Design instruction_fetch_queue, sky130hd; sources not shown.
Fig. 1: run 1, layout detail
Window x 21 to 61, y 70 to 110 microns. Cells in gray, sequential cells in the stronger gray; small squares are vias.
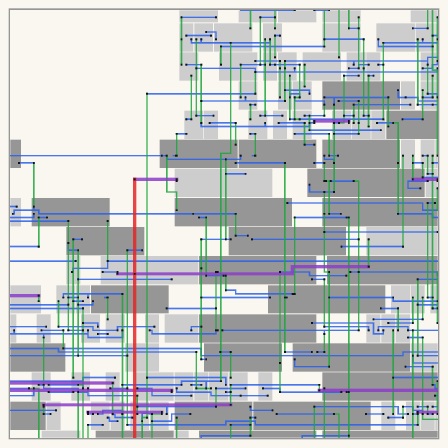
color	layer
green	M2
red	M4
purple	M3
blue	M1
most frequent	nand2_1 (18), o21ai_0 (17)
cells with their middle in the window	91
sequential cells in the window	22

Fig. 2: run 1, metal layers overlaid
Two of the layers only.
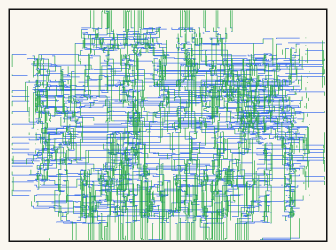
color	layer	wire length
green	M2	8740 microns
blue	M1	9020 microns
detailed-route wire length: 19.8 mm
routed via count: 6224
GRT Resource Usage Total: 20.4%

Fig. 3: run 1, wires at chosen ports, followed through buffers
The bar under the picture is 50 microns long.
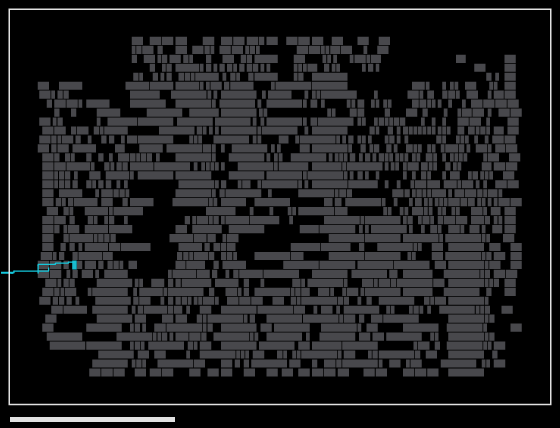
color	port	bits	direction	end cells	wire
cyan	pcAdvance	1	output	1	27.5 microns
I/O Buffers: 199
IO Count: 200

==> run summary, run 1 <==
Implementation progress

Summing every instance area after synthesis gives 7660 sq um. In this run the core area contains 38 standard-cell rows. The transition time recorded at the tightest slew-check pin is 1.19 ns. The routed layout reports a DRC error count of 0.

Detailed placement ended at an HPWL of between 10 and 15 mm. The layout cell share with drive strength beyond 1 stands at between 7 and 8%. Per the OpenROAD floorplan log, the height of the die is 120 microns.

The placeable core area stands at 15200 sq um. Per the synthesis report, the adder-cell share of the synthesized area is less than 1%. The chip area stands at 19600 sq um. The critical path runs through a total of 13 cells.

The leakage power stands at 3.95 nW. Routability-driven placement finished with a final weighted congestion of 0.926. Per the synthesis report, the dominant area consumer among library cells is sky130_fd_sc_hd__edfxtp_1. The violation tally from detailed-route iteration zero stands at between 500 and 600. By instance count after routing, the leading logic cell type is sky130_fd_sc_hd__nand2_1. The chip area estimate from yosys synthesis stands at 7660 sq um. The total of cells resized after clock tree synthesis stands at 0.

The number of iterations in the first detailed-routing pass stands at 5. Looking at the clock tree report, the H-tree level count equals 4. Per the TritonCTS log, the buffer count is 17. By instance count, the leading cell after synthesis is sky130_fd_sc_hd__nand2_1.

The post-layout utilization of the core stands at between 60 and 70%. Among cell families on the critical path, the largest total delay comes from buffers and inverters. Per the synthesis report, the XOR/XNOR share of the synthesized area is 1.72%.

Counting flops with a built-in enable in the synthesized netlist gives between 100 and 150. Net switching is around a quarter of the power. The number of warnings printed during yosys synthesis stands at 0. The required time at the worst-slack endpoint stands at roughly 8.6 ns. The wire length of the first global-routing pass stands at 31.3 mm. The sequential element share of the synthesized area stands at 60.4%. The area growth from synthesis to layout stands at 34.8%. The number of antenna diodes in the final layout is 0. The fraction of synthesized cell area taken by the top area cell type stands at 50.2%. After synthesis the netlist holds a flip-flop and latch count of between 150 and 200. Post-synth the commonest register cell is sky130_fd_sc_hd__edfxtp_1. The synthesis run identifies the leading combinational cell family as simple AND/OR/NAND/NOR gates. From left edge to right edge, the die measures 164 microns. The layout net count stands at 1088. The maximum fanout along the worst path stands at 39. In the routed layout, each cell is associated on average with a via count of 5.06. STA classifies the critical path endpoint as an output port.

The share of power burned in the clock network stands at 39.8%. The tally of unique sky130hd cells used after synthesis stands at 24. The number of cells on the worst reg-to-reg path stands at 5. Ranked by instance count, the synthesized netlist is headed by 263 x sky130_fd_sc_hd__nand2_1, 128 x sky130_fd_sc_hd__edfxtp_1, 80 x sky130_fd_sc_hd__inv_1.

For this run, asynchronously set or reset flops after synthesis account for 0%. The peak clock frequency supported by timing stands at 218 MHz. The clock input transition at the sequential cells of the worst setup and hold paths stands at 0.07 ns. The headroom to the max-slew limit stands at 20.8%. The count of hold buffers inserted by post-cts repair stands at 0. The top cell types in the final layout, fill and taps aside, are 263 x sky130_fd_sc_hd__nand2_1, 199 x sky130_fd_sc_hd__clkdlybuf4s50_1, 128 x sky130_fd_sc_hd__edfxtp_1. The hold violation total from the final report stands at 0. The fraction of the mapped netlist area in compound gates stands at a little under a tenth.

Entering global routing, the biggest net connects 66 pins. The internal power of the cells stands at 1.21 mW. The mean instance size in the synthesized netlist stands at 9.17 sq um. The worst path buffer plus inverter count stands at 5. The flow ran to the end, and the final reports show no timing, DRC or antenna violations.

The worst IR drop on VDD stands at about 150 uV. Data on the critical path arrives at its endpoint at 3.65 ns. Dividing the final minimum period by the clock period gives approximately 48%. The detail route stage leaves a number of antenna-violating nets equal to 0.

The clock period minus final worst setup slack stands at between 4 and 5 ns.
## run 1: per-stage QoR
stage / cell area, sq um / setup slack [ns] / total power [mW] / std cells
after CTS: 10300 / 4.85 / 1.62 / 1230
after global routing: 10300 / 4.63 / 1.66 / 1230
final: 10300 / 4.90 / 1.61 / 1230
after global placement: 9750 / 5.40 / 0.981 / 1198
after detailed placement: 9750 / 5.31 / 0.984 / 1198
after floorplan: 7660 / 5.16 / 0.903 / 835
## run 1: kinds of logic after synthesis
logic type	Yosys count
compound gates	144
flops	167
simple gates	382
xor+xnor	15
fa+ha+maj	2
buf+inv	125
## run 1: layer usage
| metal | vias to the layer above | GRT usage, % | share of wire (%) |
|---|---|---|---|
| met5 | - | 0 | 0.066 |
| met2 | 264 | 30.6 | 44 |
| met4 | 2 | 5.61 | 1.0 |
| met3 | 18 | 5.78 | 9.5 |
| met1 | 2837 | 28.4 | 45 |
| li1 | 3103 | - | - |
## run 1: power groups by stage
stage / Combinational, mW / Sequential [mW] / Clock (mW)
2_1_floorplan: 0.0797 / 0.823 / 0
3_3_place_gp: 0.153 / 0.828 / 0
3_5_place_dp: 0.155 / 0.829 / 0
4_1_cts: 0.157 / 0.813 / 0.649
5_1_grt: 0.168 / 0.814 / 0.681
6_report: 0.156 / 0.813 / 0.640
## run 1: area by class of cell
type                       instances  area, sq um
fill                            1182         4900
sequential                       167         4630
multi-input combinational        543         2530
timing repair buffer             205         2040
clock buffer                      17          425
inverter                          83          312
tap                              200          250
clock inverter                    15          140
==> run 2, diff against run 1 <==
- CORE_UTILIZATION: 50 -> 44
- PLACE_DENSITY: 0.87 -> 0.81
- clock period: 9.5 -> 4 ns (I/O delays scaled with it)
Fig. 4: run 2, wires at chosen ports, followed through buffers
The bar under the picture is 50 microns long.
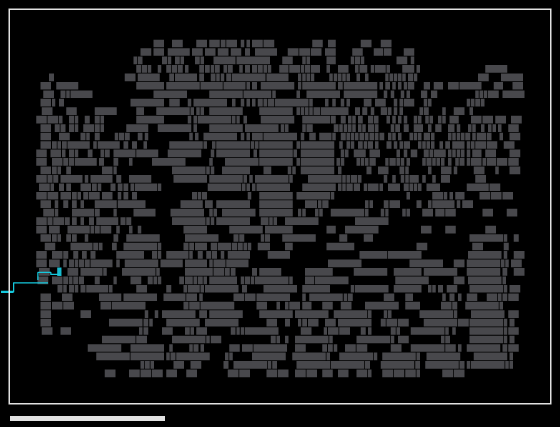

Fig. 5: run 2, layout detail
Window x 23 to 63, y 75 to 115 microns. Cells in gray, sequential cells in the stronger gray; small squares are vias.
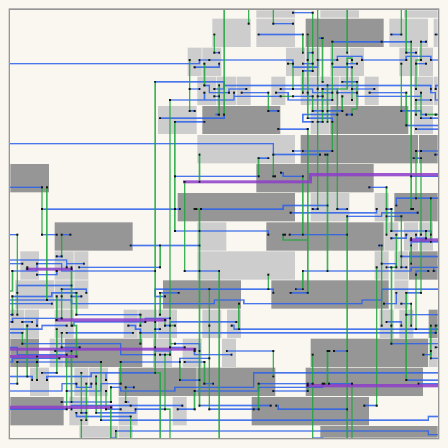
color	layer
green	M2
blue	M1
purple	M3
cells with their middle in the window	79
sequential cells in the window	18
most frequent	nand2_1 (17), o21ai_0 (16), dfxtp_1 (10)

==> run summary, run 2 <==
Implementation progress

The worst setup path is launched from a register. The transition time at the pin with the least slew margin stands at 1.17 ns (-0.0206 ns). The worst setup path is of the register to output port kind. TritonCTS built the clock tree. The share of power burned in the clock network stands at 40.2% (+0.4 points). The internal power of the cells stands at 2.95 mW (+140%).

The routed wire length came to 20.5 mm (+3.3%). The tally of unique sky130hd cells used after synthesis stands at 24 (unchanged). For the worst-skew pair, the clock arrives at the later sink with an insertion delay of ~0.4 ns. The area taken by flip-flops and latches stands at 4630 sq um (unchanged). Leaving out fill and tap cells, the most frequent cells in the layout are 263 x sky130_fd_sc_hd__nand2_1, 190 x sky130_fd_sc_hd__clkdlybuf4s50_1, 128 x sky130_fd_sc_hd__edfxtp_1. The total of cells resized after clock tree synthesis is 0 (unchanged). The initial antenna violation count stands at 0.

The cell sequence reported for the critical path is buf_4 -> or2_2 -> nand2_1 -> inv_1 -> ha_1 -> inv_1 -> nor2_4 -> nand3_1 -> nand2_1 -> clkdlybuf4s50_1. The number of clock buffers inserted by TritonCTS stands at 17 (unchanged). Per the STA report, the cell with the highest stage delay on the worst path is sky130_fd_sc_hd__clkdlybuf4s50_1. The violation tally from detailed-route iteration zero is 570 (+12%).

The arrival time of data at the critical path endpoint came to 3.24 ns (-0.41 ns). The share of total power dissipated in combinational logic is approximately 9.7%. The net load switching power stands at 0.905 mW. The HPWL after detailed placement stands at 15.2 mm (+4.8%). The number of iterations in the first detailed-routing pass stands at 6 (+1). The tree is rooted in a sky130_fd_sc_hd__clkbuf_16. The peak clock frequency supported by timing stands at 275 MHz. The net count after synthesis is approximately 900.

The hold violation total from the final report stands at 0 (unchanged). Counting only logic cells after layout, the most numerous master is sky130_fd_sc_hd__nand2_1. The run finished with clean final reports. The via density per instance was 4.97 (-1.8%). The number of antenna cells inserted stands at 0 (unchanged). The required time at the worst-slack endpoint came to 3.60 ns (-4.95 ns). In the final report, the number of endpoints failing setup comes to 0.

The number of warnings printed during yosys synthesis is 0 (unchanged). The average wire per cell in the routed design stands at 16.2 microns. Looking at the clock tree report, the maximum root-to-sink buffer count equals 2. The detailed-route DRC error count was 0 (unchanged). The wire length of the first global-routing pass stands at 32.0 mm (+2.3%). The die extent in x stands at 174 microns (+6.0%). The layout filler cell count stands at 1449 (+23%). The number of cells on the worst reg-to-reg path stands at 5 (unchanged). The post-synthesis instance total stands at ~840. The stage delay of the slowest cell on the critical path stands at 0.66 ns. The sequential element share of the synthesized area came to 60.4% (unchanged).

The leakage power stands at 4.01 nW (+1.5%). The depth of the worst hold-timing path stands at 0. The setup fix buffers added after clock tree synthesis stands at 0.

The die boundary height was 126 microns (+5.7%). Yosys attributes the largest share of cell area to sky130_fd_sc_hd__edfxtp_1 50%, sky130_fd_sc_hd__nand2_1 13%, sky130_fd_sc_hd__dfxtp_1 10%. Setup total negative slack on the finished layout was measured at 0 ns. The count of standard-cell rows stands at 40 (+5.3%).

The global-route usage over all layers stands at 18.4% (-2.0 points). The proportion of total power due to net switching stands at 23.5% (-1.1 points). The clock input transition at the sequential cells of the worst setup and hold paths stands at 0.06 ns (about the same). The count of antenna-violating nets left after detailed routing stands at 0 (unchanged). The clock period could shrink to 3.64 ns. The chip area estimate from yosys synthesis stands at 7660 sq um (unchanged). Dividing the final minimum period by the clock period gives 90.9%.

The core utilization before placement stands at 44.7%. The worst path buffer plus inverter count was 4 (-1). Grouping stages by cell kind, the critical path spends the most delay in buffers and inverters. Global routing finished with a remaining overflow of 0. The synthesis report names the predominant flop master as sky130_fd_sc_hd__edfxtp_1. Per the synthesis report, the dominant area consumer among library cells is sky130_fd_sc_hd__edfxtp_1. The most frequently used library cell after synthesis is sky130_fd_sc_hd__nand2_1. The min-delay analysis places its worst path in the category register to register. The count of input and output buffers was 199 (unchanged).

The number of top-level design ports came to 200 (unchanged). The max-cap violation count stands at 0. The layout net count was 1091 (+0.28%). In the final run the clock tree shows a worst skew of 0.00617 ns.

The post-synth tally of flip-flops with integrated enable stands at 128 (unchanged). The post-synthesis instance area stands at 7660 sq um (unchanged). Per report_power, the sequential group accounts for around 50% of the total. The clock sink total stands at ~170.

The maximum fanout along the worst path stands at 65 (+67%). For flop-to-flop paths, the worst setup slack is 1.57 ns. The number of levels in the clock H-tree stands at 4 (unchanged). The final weighted congestion in routability-driven placement stands at 0.893 (-3.6%). The worst IR drop on VDD came to 255 uV (+72%). The fraction of synthesized cell area taken by the top area cell type is 50.2% (unchanged). The headroom to the max-slew limit came to 22.1% (+1.4 points). The area growth from synthesis to layout stands at 36.6%.

For this design the ratio of total power to cell area is 368 nW/um^2. The cell count along the critical path stands at 10 (-3). The async set-or-reset flop fraction in the synthesized netlist came to 0% (unchanged). The chip area stands at 21900 sq um (+12%). The placeable core area stands at 17100 sq um (+12%).

After synthesis, the most frequently instantiated cells are 263 x sky130_fd_sc_hd__nand2_1, 128 x sky130_fd_sc_hd__edfxtp_1, 80 x sky130_fd_sc_hd__inv_1. The detailed-route via count was 6280 (+0.90%). The area of combinational cells with multiple inputs stands at 2530 sq um (unchanged).

The maximum number of pins on one net before global-route repair stands at 66 (unchanged). The total power stands at 3.85 mW (+140%). The number of OpenROAD warnings stands at 26. The count of hold buffers inserted by post-cts repair was 0 (unchanged). The max-slew violation count stands at 0. The layout cell share with drive strength beyond 1 stands at 8.71% (+0.95 points). The mean instance size in the synthesized netlist was 9.17 sq um (unchanged).

The yosys cell count stands at 835. The synthesized flop and latch total stands at 167 (unchanged). The worst setup path is captured at an output port.
[run 2: kinds of logic after synthesis]
logic type | count (synthesis) | share of synthesized area, %
buf+inv | 125 | 6.94
compound gates | 144 | 9.41
flops | 167 | 60.4
fa+ha+maj | 2 | 0.327
xor+xnor | 15 | 1.72
simple gates | 382 | 21.2
[run 2: through the flow]
| step | setup WS, ns | instances | util, % | hold slack, ns | cell area, sq um |
|---|---|---|---|---|---|
| after floorplan | 0.207 | 835 | - | 0.426 | 7660 |
| after global placement | 0.845 | 1232 | 57.8 | 0.438 | 9890 |
| after detailed placement | 0.765 | 1232 | 57.8 | 0.442 | 9890 |
| after CTS | 0.306 | 1264 | 61.1 | 0.458 | 10500 |
| after global routing | 0.114 | 1264 | 61.1 | 0.473 | 10500 |
| final | 0.363 | 1264 | 61.1 | 0.460 | 10500 |
[run 2: final cells by class]
| type | count | share of cell area (%) |
|---|---|---|
| Clock inverter | 12 | 1.12 |
| Tap cell | 231 | 2.76 |
| Multi-Input combinational cell | 543 | 24.2 |
| Inverter | 83 | 2.98 |
| Clock buffer | 20 | 4.27 |
| Sequential cell | 167 | 44.2 |
| Timing Repair Buffer | 208 | 20.4 |
[run 2: routing by layer]
metal,GRT usage (%),wire (microns),vias up
met1,26.0,9730,2896
met4,3.61,107,0
met5,0,0,-
met2,26.8,8710,267
li1,-,-,3106
met3,6.67,1950,11
[run 2: power groups by stage]
stage               sequential (mW)  clock, mW  combinational [mW]
finish                         1.93       1.55               0.374
global route                   1.93       1.64               0.405
CTS                            1.93       1.57               0.376
detailed placement             1.97          0               0.372
global placement               1.97          0               0.368
floorplan                      1.95          0               0.189
Power figures rest on the tool's default switching activity, not on a simulated workload.
